### config.mk
export PLATFORM = sky130hd
export DESIGN_NAME = pe_stream_ctrl
export DESIGN_NICKNAME = d
export VERILOG_FILES = /design/src/rtl/pe_stream_ctrl.sv
export SDC_FILE = /design/constraint.sdc
export NUM_CORES = 1
export LEC_CHECK = 0
export CORE_ASPECT_RATIO = 0.9
export CORE_MARGIN = 1
export CORE_UTILIZATION = 37
export CTS_BUF_LIST = sky130_fd_sc_hd__clkbuf_16
export CTS_CLUSTER_SIZE = 20
export DETAILED_ROUTE_END_ITERATION = 12
export GPL_TIMING_DRIVEN = 0
export PLACE_DENSITY = 0.84
export SLEW_MARGIN = 20
export SYNTH_ARGS = -nofsm -noshare
export SYNTH_HDL_FRONTEND = slang
export SYNTH_SLANG_ARGS = --single-unit
### constraint.sdc
create_clock -name clk -period 2.2 [get_ports clk]
set_input_delay 0.33 -clock clk [delete_from_list [all_inputs] [get_ports clk]]
set_output_delay 0.33 -clock clk [all_outputs]
set_load 0.005 [all_outputs]
### src/rtl/pe_stream_ctrl.sv
// Sequencing controller for one TAPS-tap signed PE: captures weights, resets the PE,
// streams samples under valid/ready and emits one result per convolution position.
// Build option: define PE_CTRL_RELU_EN to fuse a ReLU into output capture.
module pe_stream_ctrl #(
   parameter int N         = 8,
   parameter int SUM_WIDTH = 20,
   parameter int TAPS      = 7,
   parameter int PE_LAT    = 2,
   parameter int LEN_W     = 10
) (
   input  logic                 clk,
   input  logic                 rst,
   input  logic                 start,
   input  logic [LEN_W-1:0]     cfg_len,
   input  logic [N*TAPS-1:0]    cfg_win,
   input  logic                 s_valid,
   output logic                 s_ready,
   input  logic [N-1:0]         s_data,
   output logic                 m_valid,
   input  logic                 m_ready,
   output logic [SUM_WIDTH-1:0] m_data,
   output logic                 pe_rst,
   output logic                 pe_ce,
   output logic [N-1:0]         pe_xin,
   output logic [N*TAPS-1:0]    pe_win,
   input  logic [SUM_WIDTH-1:0] pe_sum,
   output logic                 busy,
   output logic                 done,
   output logic                 err,
   output logic [2:0]           dbg_state
);

   // Valid/ready: a beat transfers on any rising edge where valid and ready are both 1;
   // a source holds data while valid is high and ready is low.

   localparam logic [2:0] S_IDLE  = 3'd0;
   localparam logic [2:0] S_LOAD  = 3'd1;
   localparam logic [2:0] S_RUN   = 3'd2;
   localparam logic [2:0] S_DRAIN = 3'd3;
   localparam logic [2:0] S_WAIT  = 3'd4;
   localparam logic [2:0] S_DONE  = 3'd5;

   localparam int DW = $clog2(PE_LAT) + 1;

   logic [2:0]           state_q, state_d;
   logic [LEN_W-1:0]     len_q, len_d;
   logic [LEN_W-1:0]     in_cnt_q, in_cnt_d;
   logic [DW-1:0]        drain_q, drain_d;
   logic [PE_LAT-1:0]    tag_q, tag_d;
   logic [N*TAPS-1:0]    win_q, win_d;
   logic                 m_valid_q, m_valid_d;
   logic [SUM_WIDTH-1:0] m_data_q, m_data_d;
   logic                 err_q, err_d;

   logic                 pend, cap, adv, ce, new_tag;
   logic [N-1:0]         xin;
   logic [SUM_WIDTH-1:0] cap_val;

   assign pend = tag_q[PE_LAT-1];
   assign cap  = pend & (~m_valid_q | m_ready);
   assign adv  = ~pend | cap;

`ifdef PE_CTRL_RELU_EN
   assign cap_val = pe_sum[SUM_WIDTH-1] ? '0 : pe_sum;
`else
   assign cap_val = pe_sum;
`endif

   always_comb begin
      state_d   = state_q;
      len_d     = len_q;
      in_cnt_d  = in_cnt_q;
      drain_d   = drain_q;
      win_d     = win_q;
      err_d     = err_q;
      tag_d     = tag_q;
      m_valid_d = m_valid_q;
      m_data_d  = m_data_q;
      s_ready   = 1'b0;
      ce        = 1'b0;
      xin       = '0;
      new_tag   = 1'b0;

      case (state_q)
         S_IDLE: begin
            if (start) begin
               len_d   = cfg_len;
               win_d   = cfg_win;
               err_d   = 1'b0;
               state_d = S_LOAD;
            end
         end
         S_LOAD: begin
            in_cnt_d = '0;
            drain_d  = '0;
            if (len_q < LEN_W'(TAPS)) begin
               err_d   = 1'b1;
               state_d = S_DONE;
            end else begin
               state_d = S_RUN;
            end
         end
         S_RUN: begin
            s_ready = adv;
            ce      = s_valid & adv;
            xin     = s_data;
            // Only samples that complete a full window produce a result.
            new_tag = (in_cnt_q >= LEN_W'(TAPS - 1));
            if (ce) begin
               in_cnt_d = in_cnt_q + LEN_W'(1);
               if (in_cnt_q == len_q - LEN_W'(1)) state_d = S_DRAIN;
            end
         end
         S_DRAIN: begin
            ce = adv;
            if (ce) begin
               drain_d = drain_q + DW'(1);
               if (drain_q == DW'(PE_LAT - 1)) state_d = S_WAIT;
            end
         end
         S_WAIT: begin
            if (~m_valid_q | m_ready) state_d = S_DONE;
         end
         S_DONE:  state_d = S_IDLE;
         default: state_d = S_IDLE;
      endcase

      // A shift into pend on the same edge overrides the clear from capture.
      if (ce) begin
         for (int i = PE_LAT - 1; i > 0; i--) tag_d[i] = tag_q[i-1];
         tag_d[0] = new_tag;
      end else if (cap) begin
         tag_d[PE_LAT-1] = 1'b0;
      end

      if (cap) begin
         m_valid_d = 1'b1;
         m_data_d  = cap_val;
      end else if (m_valid_q & m_ready) begin
         m_valid_d = 1'b0;
      end
   end

   always_ff @(posedge clk) begin
      if (rst) begin
         state_q   <= S_IDLE;
         len_q     <= '0;
         in_cnt_q  <= '0;
         drain_q   <= '0;
         tag_q     <= '0;
         win_q     <= '0;
         m_valid_q <= 1'b0;
         m_data_q  <= '0;
         err_q     <= 1'b0;
      end else begin
         state_q   <= state_d;
         len_q     <= len_d;
         in_cnt_q  <= in_cnt_d;
         drain_q   <= drain_d;
         tag_q     <= tag_d;
         win_q     <= win_d;
         m_valid_q <= m_valid_d;
         m_data_q  <= m_data_d;
         err_q     <= err_d;
      end
   end

   assign pe_ce     = ce;
   assign pe_xin    = xin;
   assign pe_win    = win_q;
   assign pe_rst    = (state_q == S_LOAD);
   assign busy      = (state_q != S_IDLE);
   assign done      = (state_q == S_DONE);
   assign err       = err_q;
   assign m_valid   = m_valid_q;
   assign m_data    = m_data_q;
   assign dbg_state = state_q;

endmodule

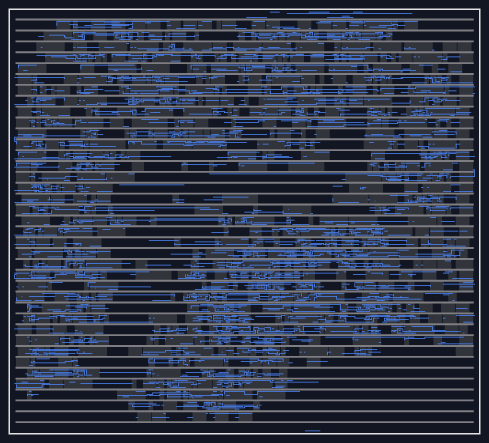
run_1/met1.png
Drawn at 4 px/um. Supply wires on this layer in gray. Cells faint in the background.
- nets with wire on the layer: 767
- main direction: horizontal
- wire length on this layer: 5690 um
routing usage on met1: 0.251
sum of routed wire length over all layers: 13000 um

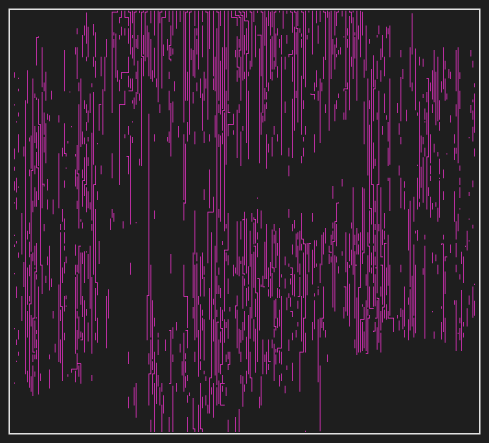
run_1/met2.png
Drawn at 4 px/um.
- longest straight run: 68.3 um
- nets with wire on the layer: 716
- share of all routed wire: 47%
met2 Track Usage GR: 0.356
DR vias: 4517

==> report_table.html, run 1 <==
<h2>Implementation results</h2>
<table>
<tr><th>Metric</th><th>Value</th></tr>
<tr><th colspan="2">Logic synthesis</th></tr>
<tr><td>Proportion of synthesized chip area in sequential cells</td><td>0.475</td></tr>
<tr><td>Commonest cells post-synth</td><td>sky130_fd_sc_hd__nand2_1 (185), sky130_fd_sc_hd__dfxtp_1 (105), sky130_fd_sc_hd__a21oi_1 (96)</td></tr>
<tr><td>Synthesized net count</td><td>672</td></tr>
<tr><td>Dominant kind of combinational cell</td><td>simple AND/OR/NAND/NOR gates</td></tr>
<tr><td>Post-synth EDFFs</td><td>0</td></tr>
<tr><td>Gate count of the mapped netlist</td><td>568</td></tr>
<tr><td>Syn_area_per_cell</td><td>7.79 sq um</td></tr>
<tr><td>Tally of unique sky130hd cells used after synthesis</td><td>48</td></tr>
<tr><td>Portion of netlist area occupied by mux cells</td><td>0.00226</td></tr>
<tr><th colspan="2">Clock tree</th></tr>
<tr><td>TritonCTS clock tree</td><td>done</td></tr>
<tr><td>Number of gates resized after CTS</td><td>13</td></tr>
<tr><td>Total of hold buffers inserted after clock tree synthesis</td><td>0</td></tr>
<tr><th colspan="2">Critical path</th></tr>
<tr><td>Capturing element type of the critical path</td><td>primary output</td></tr>
<tr><td>Slowest CP cell</td><td>sky130_fd_sc_hd__clkdlybuf4s50_1</td></tr>
<tr><td>Buffer-and-inverter tally for the worst setup path</td><td>3</td></tr>
<tr><td>Start-to-end type of the worst setup path</td><td>flop to primary output</td></tr>
<tr><td>FF-to-FF Start</td><td>len_q[1]</td></tr>
<tr><th colspan="2">Global route</th></tr>
<tr><td>Initial antenna violation count</td><td>0</td></tr>
<tr><td>Remaining Overflow, GRT</td><td>0</td></tr>
<tr><th colspan="2">Worst hold path</th></tr>
<tr><td>Hold Crit Class</td><td>flop to flop</td></tr>
<tr><td>Hold_sp</td><td>pe_win[34]</td></tr>
<tr><th colspan="2">Final timing</th></tr>
<tr><td>Max_slew headroom</td><td>0.588</td></tr>
<tr><td>Final sum of negative setup slack</td><td>0 ns</td></tr>
<tr><td>Number of failing setup endpoints in the final timing report</td><td>0</td></tr>
<tr><td>Minimum period implied by the final worst setup slack</td><td>2.10 ns</td></tr>
<tr><td>Clock skew</td><td>0.00746 ns</td></tr>
<tr><th colspan="2">Pwr</th></tr>
<tr><td>Overall power after layout</td><td>0.00652 W</td></tr>
<tr><td>Fraction of power spent switching nets</td><td>0.349</td></tr>
<tr><td>Power drawn by the clock network</td><td>0.00152 W</td></tr>
<tr><td>Cell internal power dissipation</td><td>0.00424 W</td></tr>
<tr><td>Power per unit of standard cell area</td><td>948 nW/um^2</td></tr>
<tr><td>Combinational share of power</td><td>0.402</td></tr>
<tr><th colspan="2">Floorplan</th></tr>
<tr><td>Cell Rows</td><td>37</td></tr>
<tr><td>Count of pins on the block boundary</td><td>193</td></tr>
<tr><th colspan="2">Placement</th></tr>
<tr><td>Number of placed instances, taps included</td><td>915</td></tr>
<tr><td>HPWL after detailed placement</td><td>9740 um</td></tr>
<tr><th colspan="2">Finish</th></tr>
<tr><td>Most frequent cells in the layout</td><td>sky130_fd_sc_hd__clkdlybuf4s50_1 (188), sky130_fd_sc_hd__nand2_1 (184), sky130_fd_sc_hd__dfxtp_1 (102)</td></tr>
<tr><td>Diode insertion count for antenna repair</td><td>0</td></tr>
<tr><th colspan="2">Route</th></tr>
<tr><td>Ratio of routed vias to standard cells</td><td>4.85</td></tr>
<tr><th colspan="2">Run status</th></tr>
<tr><td>Status</td><td>finished clean</td></tr>
<tr><th colspan="2">Run</th></tr>
<tr><td>Log Warnings</td><td>29</td></tr>
</table>
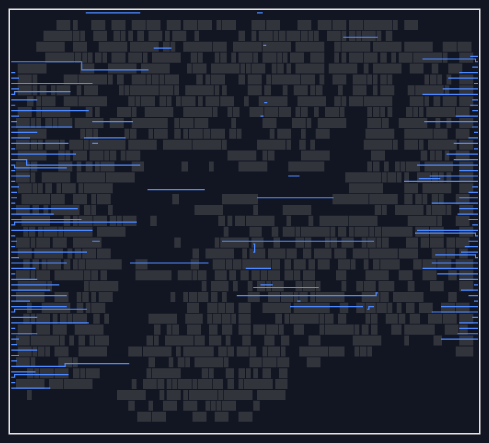
run_1/met3.png
Drawn at 4 px/um. Cells faint in the background.
- wire length on this layer: 1090 um
- longest straight run: 37.7 um
- share of all routed wire: 8.4%
GR Layer Usage met3: 0.0753

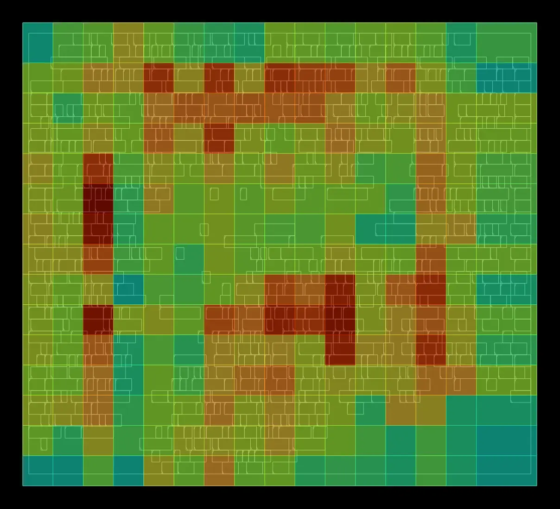
run_1/final_congestion.png
gr busiest metal: met2
Global Route Usage Sum: 0.210
final core utilization: 0.597

[run 1: routing by layer]
metal  global-route usage  vias to the layer above  share of wire
met5                    0                        -              0
met4               0.0506                        0          0.010
met3               0.0753                       12          0.084
met2                0.356                      153           0.47
met1                0.251                     2053           0.44
li1                     -                     2299              -
[run 1: worst paths after layout]
check,slack [ns],depth (start not counted),endpoint
setup / recovery,0.1,4,pe_xin[3]
hold / removal,0.45,2,pe_win[34]
setup reg to reg,0.21,8,dbg_state[0]
hold reg to reg,0.45,2,pe_win[34]
[run 1: layout make-up]
cell class	instances	area, sq um	area share
well taps	156	195	0.0284
inverters	7	26.3	0.00382
repair buffers	191	1920	0.278
clock buffers	9	225	0.0327
plain buffers	41	199	0.0289
multi-input cells	415	2160	0.314
clock inverters	7	52.6	0.00763
flip-flops and latches	105	2110	0.306
run_1/clock_map.png
Drawn at 2 px/um.
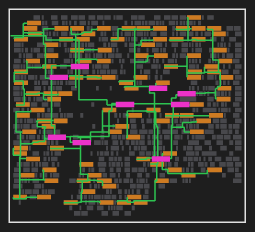

--- run 2 (diff from run 1) ---
--- a/config.mk
+++ b/config.mk
@@ -11,9 +11,8 @@
 export CTS_BUF_LIST = sky130_fd_sc_hd__clkbuf_16
 export CTS_CLUSTER_SIZE = 20
 export DETAILED_ROUTE_END_ITERATION = 12
-export GPL_TIMING_DRIVEN = 0
 export PLACE_DENSITY = 0.84
-export SLEW_MARGIN = 20
+export SLEW_MARGIN = 30
 export SYNTH_ARGS = -nofsm -noshare
 export SYNTH_HDL_FRONTEND = slang
 export SYNTH_SLANG_ARGS = --single-unit
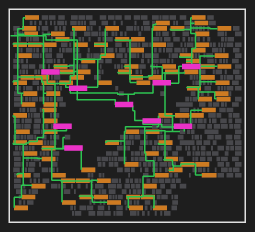
run_2/clock_map.png
Drawn at 2 px/um.
- green: clock wires (length 1220 um)
- orange: flip-flops (count 105)
- magenta: cells driving clock nets (count 9)
- flops lie: all over the die
- routed clock nets: 10
power drawn by the clock network: 0.00151 W
clock network power share: 0.232
later-pin clock latency in the skew report: 0.33 ns
clock skew: 0.00491 ns

==> run 2 against run 1 <==
Sequential power about the same. Synthesized cell count unchanged. Non-clock buffer count decreased by 21. First-iteration DRC count increased by 78%. Critical path type is now primary input to primary output. Largest power group unchanged.
==> report_table.html, run 2 <==
<h2>Implementation results</h2>
<table>
<tr><th>Metric</th><th>Value</th></tr>
<tr><th colspan="2">Route</th></tr>
<tr><td>Detail Route met2 WL</td><td>5750 um</td></tr>
<tr><td>Top routing layer in use</td><td>met4</td></tr>
<tr><td>Wire length on met3</td><td>1060 um</td></tr>
<tr><td>Sum of routed wire length over all layers</td><td>12300 um</td></tr>
<tr><td>DR vias</td><td>4409</td></tr>
<tr><td>Ratio of routed vias to standard cells</td><td>4.85</td></tr>
<tr><th colspan="2">Placement</th></tr>
<tr><td>HPWL after detailed placement</td><td>8690 um</td></tr>
<tr><th colspan="2">Global route</th></tr>
<tr><td>Gr busiest metal</td><td>met2</td></tr>
<tr><td>GR Layer Usage met3</td><td>0.0684</td></tr>
<tr><td>Remaining Overflow, GRT</td><td>0</td></tr>
<tr><th colspan="2">Worst hold path</th></tr>
<tr><td>WHS Path Cells</td><td>2</td></tr>
<tr><td>Hold Crit Class</td><td>flop to flop</td></tr>
<tr><td>Hold_sp</td><td>pe_win[48]</td></tr>
<tr><td>Worst Hold Endpoint</td><td>pe_win[48]</td></tr>
<tr><th colspan="2">Clock tree</th></tr>
<tr><td>TritonCTS clock tree</td><td>done</td></tr>
<tr><td>Total of hold buffers inserted after clock tree synthesis</td><td>0</td></tr>
<tr><th colspan="2">Critical path</th></tr>
<tr><td>Slowest CP cell</td><td>sky130_fd_sc_hd__clkdlybuf4s50_1</td></tr>
<tr><td>Start-to-end type of the worst setup path</td><td>primary input to primary output</td></tr>
<tr><td>Setup slack on the worst flop-to-flop path</td><td>0.40 ns</td></tr>
<tr><td>FF-to-FF Start</td><td>len_q[0]</td></tr>
<tr><th colspan="2">Finish</th></tr>
<tr><td>Top cell category</td><td>multi-input combinational cells</td></tr>
<tr><td>Comb area</td><td>2140 sq um</td></tr>
<tr><td>Diode insertion count for antenna repair</td><td>0</td></tr>
<tr><td>Proportion of cell area occupied by multi-input gates</td><td>0.314</td></tr>
<tr><td>Register fraction of the total cell area</td><td>0.308</td></tr>
<tr><td>Final core utilization</td><td>0.592</td></tr>
<tr><td>Tally of clock buffers in the finished layout</td><td>9</td></tr>
<tr><td>Number of sequential storage elements</td><td>105</td></tr>
<tr><td>Area of all sequential standard cells</td><td>2100 sq um</td></tr>
<tr><td>Layout clock area frac</td><td>0.0407</td></tr>
<tr><td>Final-layout non-clock buffer area share</td><td>0.305</td></tr>
<tr><td>Most frequent cells in the layout</td><td>sky130_fd_sc_hd__clkdlybuf4s50_1 (191), sky130_fd_sc_hd__nand2_1 (185), sky130_fd_sc_hd__dfxtp_1 (104)</td></tr>
<tr><td>Number of ordinary and repair buffers in the finished layout</td><td>211</td></tr>
<tr><th colspan="2">Pwr</th></tr>
<tr><td>Combinational share of power</td><td>0.399</td></tr>
<tr><td>Overall power after layout</td><td>0.00649 W</td></tr>
<tr><td>Fraction of power spent switching nets</td><td>0.342</td></tr>
<tr><td>Cell internal power dissipation</td><td>0.00427 W</td></tr>
<tr><th colspan="2">Final timing</th></tr>
<tr><td>Minimum period implied by the final worst setup slack</td><td>2.06 ns</td></tr>
<tr><td>Number of failing setup endpoints in the final timing report</td><td>0</td></tr>
<tr><th colspan="2">Floorplan</th></tr>
<tr><td>Cell Rows</td><td>37</td></tr>
<tr><td>Inserted tap cell count</td><td>156</td></tr>
<tr><th colspan="2">Logic synthesis</th></tr>
<tr><td>Proportion of synthesized chip area in sequential cells</td><td>0.475</td></tr>
<tr><td>Gate count of the mapped netlist</td><td>568</td></tr>
<tr><td>Commonest cells post-synth</td><td>sky130_fd_sc_hd__nand2_1 (185), sky130_fd_sc_hd__dfxtp_1 (105), sky130_fd_sc_hd__a21oi_1 (96)</td></tr>
<tr><td>Syn_area_per_cell</td><td>7.79 sq um</td></tr>
<tr><td>Post-synth EDFFs</td><td>0</td></tr>
<tr><td>Tally of unique sky130hd cells used after synthesis</td><td>48</td></tr>
<tr><th colspan="2">Run status</th></tr>
<tr><td>Status</td><td>finished clean</td></tr>
</table>
==> run 2: how the worst max path moves through the flow <==
stage	end	slack, ns
after floorplan	dbg_state[0]	0.41
after global placement	in_cnt_q[7]	0.1
after detailed placement	in_cnt_q[7]	0.06
after CTS	pe_ce	0.02
after global routing	pe_xin[6]	0.01
final	s_ready	0.14
==> run 2: cells by family (layout without fill, tap and decap cells) <==
group | count (synthesis) | in the layout | share of synthesized area
mux | 1 | 1 | 0.00226
fa+ha+maj | 5 | 5 | 0.0141
flops | 105 | 105 | 0.475
buf+inv | 48 | 234 | 0.0455
xor+xnor | 17 | 17 | 0.0336
simple gates | 269 | 269 | 0.272
compound gates | 123 | 123 | 0.158
==> run 2: what timing repair did <==
action                                  4_1_cts  5_1_grt
resized                                       0        2
buffers inserted                              0        0
endpoints found under the setup margin        0        1
run_2/met2.png
Drawn at 4 px/um.
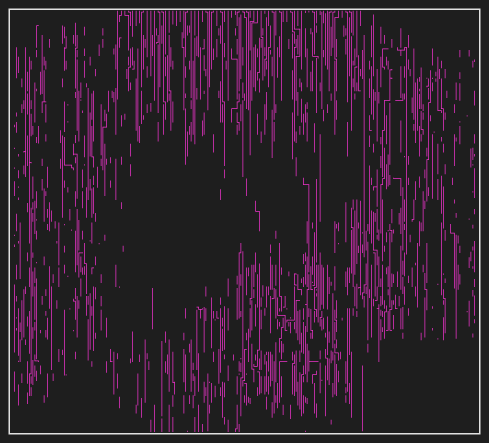

--- run 3 (diff from run 2) ---
==> constraint.sdc (replaced) <==
create_clock -name clk -period 2.3 [get_ports clk]
set_input_delay 0.345 -clock clk [delete_from_list [all_inputs] [get_ports clk]]
set_output_delay 0.345 -clock clk [all_outputs]
set_load 0.1 [all_outputs]
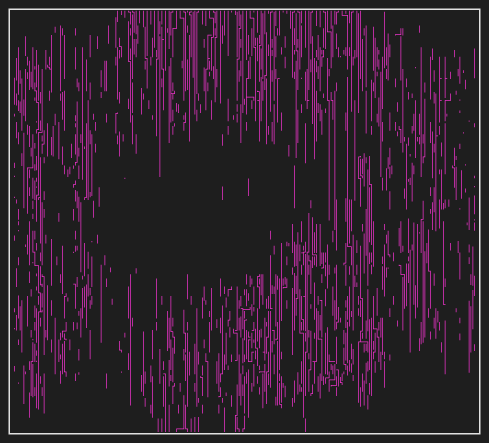
run_3/met2.png
Drawn at 4 px/um.
- nets with wire on the layer: 671
- wire length on this layer: 5900 um
- longest straight run: 42.3 um
- share of all routed wire: 48%
met2 Track Usage GR: 0.326
sum of routed wire length over all layers: 12200 um
DR vias: 4416

==> run 3 against run 2 <==
Count of clock-buffer cells in the layout did not move. Clock skew rose by 0.0029 ns. Synthesized cell count did not move. Highest routed layer unchanged. Total power rose by 29%. Design area fell by 0.97%. Wire length fell by 0.66%.
==> report_table.html, run 3 <==
<h2>Implementation results</h2>
<table>
<tr><th>Metric</th><th>Value</th></tr>
<tr><th colspan="2">Run status</th></tr>
<tr><td>Status</td><td>finished clean</td></tr>
<tr><th colspan="2">Logic synthesis</th></tr>
<tr><td>Gate count of the mapped netlist</td><td>568</td></tr>
<tr><td>Portion of netlist area occupied by mux cells</td><td>0.00226</td></tr>
<tr><td>Fraction of the mapped netlist area in simple logic gates</td><td>0.272</td></tr>
<tr><td>Proportion of synthesized chip area in sequential cells</td><td>0.475</td></tr>
<tr><td>Share of synthesized cell area in and-or and or-and compound cells</td><td>0.158</td></tr>
<tr><th colspan="2">Finish</th></tr>
<tr><td>Tally of clock buffers in the finished layout</td><td>9</td></tr>
<tr><td>Final core utilization</td><td>0.587</td></tr>
<tr><td>Area of all sequential standard cells</td><td>2110 sq um</td></tr>
<tr><td>Most frequent cells in the layout</td><td>sky130_fd_sc_hd__nand2_1 (185), sky130_fd_sc_hd__dfxtp_1 (101), sky130_fd_sc_hd__clkdlybuf4s50_1 (97)</td></tr>
<tr><td>Number of sequential storage elements</td><td>105</td></tr>
<tr><td>Layout clock area frac</td><td>0.0450</td></tr>
<tr><td>Top cell category</td><td>multi-input combinational cells</td></tr>
<tr><td>Number of ordinary and repair buffers in the finished layout</td><td>204</td></tr>
<tr><td>Proportion of cell area occupied by multi-input gates</td><td>0.321</td></tr>
<tr><td>Comb area</td><td>2170 sq um</td></tr>
<tr><td>Register fraction of the total cell area</td><td>0.312</td></tr>
<tr><th colspan="2">Final timing</th></tr>
<tr><td>Max_slew headroom</td><td>0.603</td></tr>
<tr><td>Number of failing setup endpoints in the final timing report</td><td>0</td></tr>
<tr><td>Final sum of negative setup slack</td><td>0 ns</td></tr>
<tr><th colspan="2">Clock tree</th></tr>
<tr><td>Post-CTS repair timing setup buffer count</td><td>0</td></tr>
<tr><td>Number of gates resized after CTS</td><td>0</td></tr>
<tr><td>Total of hold buffers inserted after clock tree synthesis</td><td>0</td></tr>
<tr><td>Later-pin clock latency in the skew report</td><td>0.33 ns</td></tr>
<tr><th colspan="2">Route</th></tr>
<tr><td>Wire length on met3</td><td>924 um</td></tr>
<tr><td>M1 wire length</td><td>5290 um</td></tr>
<tr><td>Ratio of routed vias to standard cells</td><td>4.89</td></tr>
<tr><th colspan="2">Critical path</th></tr>
<tr><td>Start-to-end type of the worst setup path</td><td>flop to primary output</td></tr>
<tr><td>Capturing element type of the critical path</td><td>primary output</td></tr>
<tr><th colspan="2">Global route</th></tr>
<tr><td>Global Route Usage Sum</td><td>0.193</td></tr>
<tr><td>GR Layer Usage met3</td><td>0.0633</td></tr>
<tr><th colspan="2">Floorplan</th></tr>
<tr><td>Count of pins on the block boundary</td><td>193</td></tr>
<tr><th colspan="2">Worst hold path</th></tr>
<tr><td>Hold_sp</td><td>pe_win[55]</td></tr>
<tr><td>WHS Path Cells</td><td>2</td></tr>
</table>
## run 3: worst max path at each step
| stage | start | end | slack [ns] | depth (start not counted) |
|---|---|---|---|---|
| after global placement | s_valid | in_cnt_q[7] | 0.26 | 6 |
| after detailed placement | m_ready | in_cnt_q[7] | 0.23 | 6 |
| after CTS | dbg_state[2] | pe_xin[5] | 0.23 | 4 |
| final | dbg_state[2] | pe_xin[5] | 0.24 | 4 |
| after global routing | dbg_state[2] | pe_xin[5] | 0.16 | 4 |
| after floorplan | dbg_state[2] | busy | 0.1 | 4 |
## run 3: report_power, final
part	internal [W]	leakage [nW]	switching [W]	total, W
logic	0.00124	1.66	0.00323	0.00447
registers	0.00210	0.858	0.000277	0.00238
clock network	0.000856	0.149	0.000686	0.00154
Power figures rest on the tool's default switching activity, not on a simulated workload.
